Fig. 1: run 1, wires at chosen ports, followed through buffers
Drawn at 3 px/um.
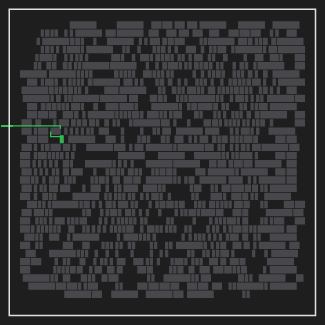
Fig. 2: run 1, gate families picked out
Drawn at 4 px/um.
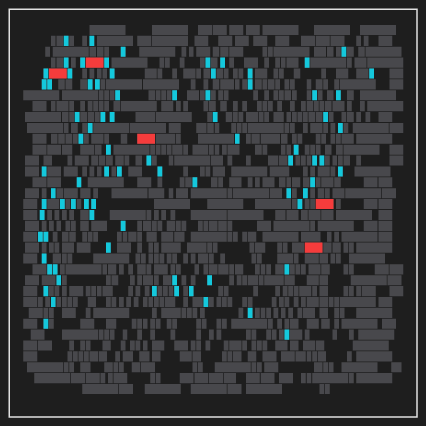
Fig. 3: run 1, ports around the boundary
Drawn at 4 px/um. Pins as bars across the die edge, other pins in grey.
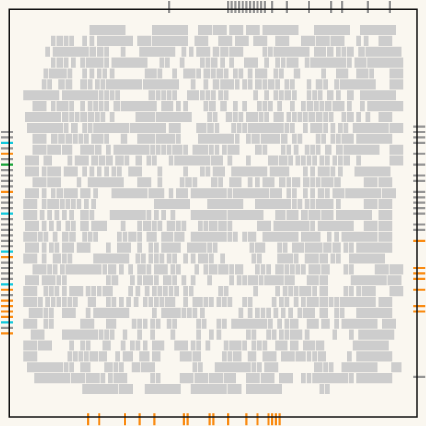
Design hazard_stall_controller, sky130hd; sources not shown.
==> results.json, run 1 <==
{
  "crit_arrival_ns": 2.90,
  "p_sw_mw": 0.679,
  "setup_slack_ns": 1.95,
  "rsz0062_at_grt": "false",
  "cts_max_path_buffers": 2,
  "postCtsSetupRepairBufs": 0,
  "logic_family": "simple AND/OR/NAND/NOR gates",
  "first_global_vias": 4983,
  "max_stage_delay_ns": 0.57,
  "grt_max_degree": 78,
  "power_frac_comb": 0.346,
  "outcome": "complete, no violations",
  "inverters": 80,
  "seq_cells": 77,
  "seq_power_mw": 0.742,
  "leakagePower_nw": 3.08,
  "drive_gt1_frac": 0.0389,
  "peakVddDrop_v": 0.000224,
  "mostFrequentLayoutCells": "nand2_1, nor2_1, clkdlybuf4s50_1, dfrtp_1, inv_1",
  "finClkSkew_ns": 0.0124,
  "clkLatencyLatePin_ns": 0.34,
  "end_kind": "output pin",
  "fp_util": 0.591,
  "ys_sh_aoi": 0.0204,
  "crit_fanout": 36,
  "yosysWarnings": 0,
  "syn_area_mm2": 0.00520,
  "r2r_cells": 9,
  "fa_ha_area_frac": 0.0120,
  "clk_pin_slew_worst_paths_ns": 0.08,
  "track_usage": 0.282,
  "ys_seq_share": 0.370,
  "dominant_cells": "logic gates",
  "pwr-share-clk": 0.228,
  "top_area_cell": "dfrtp_1",
  "hold_viol_final": 0,
  "firstDrtPassIters": 6,
  "fmax_mhz": 291,
  "wl_per_cell_um": 14.0,
  "diodes": 0,
  "ys_types": 29,
  "synth_flops": 77,
  "dp_cells": 967,
  "wl_mm": 13.8,
  "gp_congestion": 0.975,
  "finalClockPeriodUsage": 0.638,
  "drt_iter0_drc": 375,
  "place_hpwl_mm": 10.5,
  "layout_top_cell": "nand2_1",
  "comb_cells": 606,
  "crit_slowest_cell": "clkdlybuf4s50_1",
  "clkCellAreaFrac": 0.0276,
  "openroad.warnings": 27,
  "ys_sh_xor": 0.0774,
  "antenna_left": 0,
  "yosys-mux-area-fraction": 0,
  "route.detailed.drc": 0,
  "finalSetupViolCount": 0,
  "clock_buffer_count": 11,
  "comb_area_mm2": 0.00285,
  "cts_root_buffer": "clkbuf_8",
  "p_comb_mw": 0.603,
  "ys_sh_simple": 0.437,
  "flop_area_mm2": 0.00193,
  "p_per_area_mw_per_mm2": 275,
  "tritoncts": "built",
  "avgViaCountPerCell": 5.39,
  "yosys_area_mm2": 0.00520,
  "netSwitchingFraction": 0.390,
  "cts.repair.resized": 0,
  "period_minus_slack_ns": 3.44,
  "cts_hold_buf": 0,
  "htreeDepth": 3,
  "cts.sinks": 77,
  "placementRows": 34,
  "fillers": 757,
  "crit_family": "buffers and inverters",
  "coreArea_mm2": 0.00881,
  "n_all_buffers": 96,
  "avgSynthCellArea_um2": 6.66,
  "seqPwrFrac": 0.426,
  "rrSetupSlack_ns": 2.45,
  "yosys_cells": 782,
  "nets": 897,
  "buf_share": 0.151,
  "p_clk_mw": 0.397,
  "pre_cts_ws_ns": 1.96,
  "synth_nets": 809,
  "start_kind": "primary input",
  "critical_path_class": "primary input to output pin",
  "fin_tns_setup_ns": 0,
  "grt_overflow": 0,
  "final_core_util": 0.720,
  "slew_headroom": 0.539,
  "vias": 5301,
  "final_max_slew_viol_count": 0,
  "top_power_group": "registers",
  "numCtsBuffers": 9,
  "crit_chain": "clkdlybuf4s50_1 > inv_1 > nor2_2 > nor2_2 > inv_2 > nor2_4 > inv_2 > nand2_1 > nor2_1 > clkdlybuf4s50_1",
  "dpl-instance-area_mm2": 0.00616,
  "cap_violations": 0,
  "grt_pass1_wl_mm": 23.4,
  "seq_share": 0.304,
  "synthToLayoutAreaGrowth_pct": 21.9,
  "chip_area_mm2": 0.0103,
  "crit_cells": 10,
  "top_area_frac": 0.370,
  "worstHoldPathType": "primary input to asynchronous set/reset pin",
  "syn_inst": 782,
  "cp_num_buf_inv": 5,
  "tap_cells": 108,
  "antenna_found_initial": 0,
  "whs_ns": 0.407,
  "p_int_mw": 1.06,
  "report.power.total_mw": 1.74,
  "tightest_slew_ns": 0.691,
  "top_cells_by_area": "dfrtp_1, nand2_1, nor2_1, xor2_1, inv_1",
  "finish.instance_area_mm2": 0.00634,
  "cp.required_ns": 4.85
}
Back to the opening pictures, Fig. 1:
colour	port	bits	direction	end cells	buffers	wire
green	StallE	1	output	1	1	22.8 um
IO Pins: 96
port bufs: 95

Back to the opening pictures, Fig. 2:
colour	family	cells
cyan	inv cells	80
red	fa/ha/maj cells	5
Finished Layout Cells: 983
multi-input combinational area share: 0.449

Back to the opening pictures, Fig. 3:
colour	port	pins	direction	edge
green	StallE	1	output	left
orange	stall_cnt	32	output	16 bottom, 9 left, 7 right
cyan	RdE	5	input	left
Die Ht: 102 um
Die X: 102 um

## run 1: synthesized netlist by cell type
cell and instances:
a211oi_1 1, a21oi_1 1, buf_2 9, buf_4 3, buf_6 5, clkbuf_1 2, dfrtp_1 77, ha_1 5
inv_1 75, inv_2 5, nand2_1 319, nand2_2 1, nand2_4 1, nand3_1 26, nand3_2 3, nand3b_1 15
nand4_1 38, nor2_1 106, nor2_2 4, nor2_4 2, nor3_1 18, nor3b_1 1, nor4_1 1, o21ai_0 7
o21ai_1 9, o21bai_1 1, o22ai_1 1, xnor2_1 11, xor2_1 35
## run 1: metal layers
metal,vias to the layer above,wire [um],track usage
met5,-,0,0
met4,0,179,0.0603
met3,18,1150,0.0640
met2,223,6140,0.440
met1,2443,6350,0.403
li1,2617,-,-
Fig. 4: run 1, cells by drive strength
Drawn at 4 px/um.
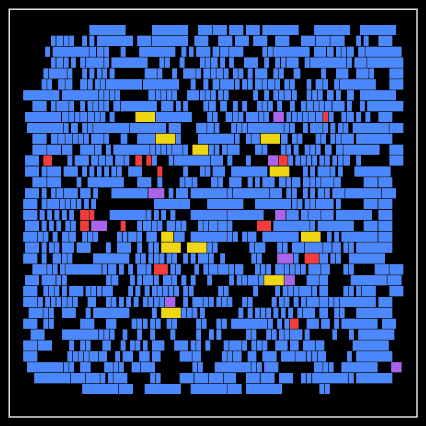

==> run 1 -> run 2 <==
--- a/config.mk
+++ b/config.mk
@@ -7,10 +7,10 @@
 export LEC_CHECK = 0
 export ABC_AREA = 1
 export CORE_MARGIN = 3
-export CORE_UTILIZATION = 57
+export CORE_UTILIZATION = 53
 export CTS_BUF_LIST = sky130_fd_sc_hd__clkbuf_4 sky130_fd_sc_hd__clkbuf_8 sky130_fd_sc_hd__clkbuf_16
 export DETAILED_ROUTE_END_ITERATION = 12
-export PLACE_DENSITY = 0.86
+export PLACE_DENSITY = 0.81
 export SLEW_MARGIN = 30
 export SYNTH_ARGS = -nofsm -noshare
 export SYNTH_HDL_FRONTEND = slang
==> constraint.sdc (replaced) <==
create_clock -name clk -period 3.4 [get_ports clk]
set_input_delay 0.34 -clock clk [delete_from_list [all_inputs] [get_ports clk]]
set_output_delay 0.34 -clock clk [all_outputs]
set_load 0.01 [all_outputs]
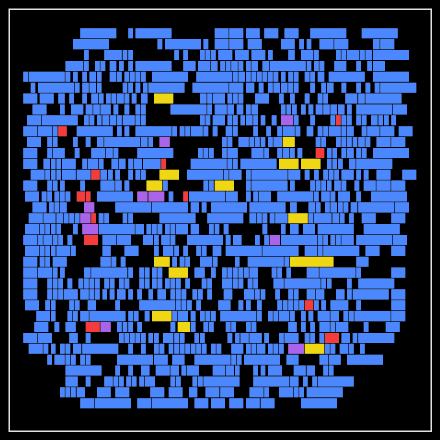
Fig. 5. Cells by drive strength (run 2).
Drawn at 4 px/um.
colour	size	cells
purple	_3 and _4 cells	10
yellow	_6 and larger	14
red	_2 cells	13
blue	_0 and _1 cells	842
Final Worst Setup Slack: 0.648 ns
synth-to-layout area growth: 23.6%

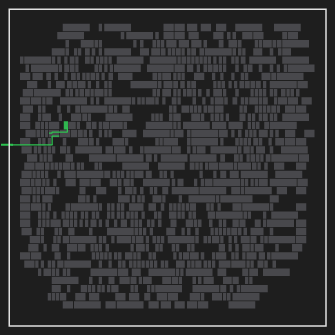
Fig. 6. Wires at chosen ports, followed through buffers (run 2).
Drawn at 3 px/um.
colour	port	bits	direction	end cells	buffers	wire
green	StallE	1	output	1	1	26.7 um

==> run 2 against run 1 <==
  * Count of clock-buffer cells in the layout is 2 lower
  * First-iteration DRC count is 14% lower
  * Clock power is 86% higher
  * Register-to-register slack worse by 1.7 ns
  * Global-route usage is 2.5 points lower
  * Synthesized area stayed put
  * Worst hold slack better by 0.051 ns
  * Flip-flop count stayed put
  * Highest routed layer unchanged
==> results.json, run 2 <==
{
  "hold_viol_final": 0,
  "avgSynthCellArea_um2": 6.66,
  "wl_mm": 14.1,
  "leakagePower_nw": 3.11,
  "cts_max_path_buffers": 2,
  "peakVddDrop_v": 0.000347,
  "synth-edff-count": 0,
  "finalSetupViolCount": 0,
  "flop_area_mm2": 0.00193,
  "syn_area_mm2": 0.00520,
  "crit_family": "buffers and inverters",
  "postCtsSetupRepairBufs": 0,
  "comb_cells": 606,
  "yosys_area_mm2": 0.00520,
  "yosys_cells": 782,
  "cts.repair.resized": 0,
  "port-buffer-count": 95,
  "crit_cells": 11,
  "drt_iter0_drc": 322,
  "crit_fanout": 5,
  "cp_common_cell": "nand2_1",
  "grt_pass1_wl_mm": 23.6,
  "comb_area_mm2": 0.00285,
  "p_per_area_mw_per_mm2": 449,
  "layout_top_cell": "nand2_1",
  "antenna_found_initial": 0,
  "top_cells_by_area": "dfrtp_1, nand2_1, nor2_1, xor2_1, inv_1",
  "yosysWarnings": 0,
  "nets": 901,
  "inverters": 80,
  "postSynth.asyncResetShare": 1.00,
  "ios": 96,
  "worstHoldPathType": "primary input to asynchronous set/reset pin",
  "final_core_util": 0.687,
  "seq_share": 0.299,
  "outcome": "complete, no violations",
  "cts_root_buffer": "clkbuf_8",
  "grt_overflow": 0,
  "crit_slowest_cell": "clkdlybuf4s50_1",
  "synth_nets": 809,
  "first_global_vias": 5005,
  "firstDrtPassIters": 5,
  "htreeDepth": 3,
  "dpl-instance-area_mm2": 0.00621,
  "cp_num_buf_inv": 3,
  "cts_hold_buf": 1,
  "openroad.warnings": 27,
  "clk_pin_slew_worst_paths_ns": 0.09,
  "top_area_frac": 0.370,
  "place_hpwl_mm": 10.4,
  "finish.instance_area_mm2": 0.00643,
  "crit_arrival_ns": 2.41,
  "ys_types": 29,
  "die_width_um": 105,
  "finalClockPeriodUsage": 0.809,
  "tritoncts": "built",
  "cap_violations": 0,
  "cts.sinks": 77,
  "buf_share": 0.154,
  "ff_type": "dfrtp_1",
  "numCtsBuffers": 9,
  "r2r_cells": 10,
  "rsz0062_at_grt": "false",
  "clkLatencyLatePin_ns": 0.35,
  "gp_congestion": 0.944,
  "clock_buffer_count": 9,
  "synth_flops": 77,
  "avgViaCountPerCell": 5.30,
  "vias": 5345,
  "fin_cells": 1008,
  "mostFrequentLayoutCells": "nand2_1, nor2_1, clkdlybuf4s50_1, dfrtp_1, inv_1",
  "finClkSkew_ns": 0.0113,
  "top_cell": "nand2_1",
  "diodes": 0,
  "crit_chain": "ha_1 > nor2_1 > nand2_1 > nand2_1 > nor2_2 > inv_2 > nor2_4 > inv_2 > nand2_1 > nor2_1 > clkdlybuf4s50_1",
  "end_kind": "output pin",
  "clkCellAreaFrac": 0.0321,
  "dp_cells": 991,
  "cp.required_ns": 3.06,
  "fmax_mhz": 363,
  "route.detailed.drc": 0,
  "report.power.total_mw": 2.89,
  "sh_comb_area": 0.442,
  "top_area_cell": "dfrtp_1",
  "n_all_buffers": 100,
  "ys_seq_share": 0.370,
  "common_cells": "nand2_1, nor2_1, dfrtp_1",
  "track_usage": 0.257,
  "pre_cts_ws_ns": 0.775,
  "fin_tns_setup_ns": 0,
  "critical_path_class": "flop to output pin",
  "chip_area_mm2": 0.0110,
  "syn_inst": 782,
  "final_max_slew_viol_count": 0,
  "whs_ns": 0.458,
  "period_minus_slack_ns": 2.75,
  "grt_max_degree": 74,
  "slew_headroom": 0.557,
  "fp.dieH_um": 105,
  "antenna_left": 0,
  "dominant_cells": "logic gates",
  "start_kind": "flop",
  "drive_gt1_frac": 0.0421,
  "wl_per_cell_um": 14.0,
  "tightest_slew_ns": 0.665,
  "fp_util": 0.555,
  "max_stage_delay_ns": 0.56,
  "rrSetupSlack_ns": 0.80
}
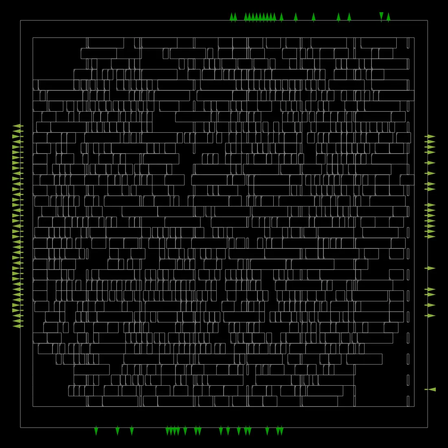
Fig. 7. Placed standard cells (run 2).
Rows: 35
Tapcell Cnt: 129
core box area: 0.00937 mm^2
Fillers: 839
registers: 77

-- run 2: power breakdown --
| group | switching, mW | internal (mW) |
|---|---|---|
| registers | 0.147 | 1.03 |
| clock network | 0.387 | 0.351 |
| logic | 0.592 | 0.387 |
-- run 2: per-layer routing --
layer	GRT usage	up-vias	share of wire	wire length, um
li1	-	2638	-	-
met2	0.410	208	0.46	6480
met1	0.357	2483	0.45	6360
met5	0	-	0	0
met4	0.0825	0	0.013	187
met3	0.0451	16	0.075	1060
-- run 2: cells by family after synthesis --
group | count (synthesis) | synth area share
xor+xnor | 46 | 0.0774
compound gates | 20 | 0.0204
flops | 77 | 0.370
buf+inv | 99 | 0.0829
fa+ha+maj | 5 | 0.0120
simple gates | 535 | 0.437
Power and IR drop assume default switching activity.
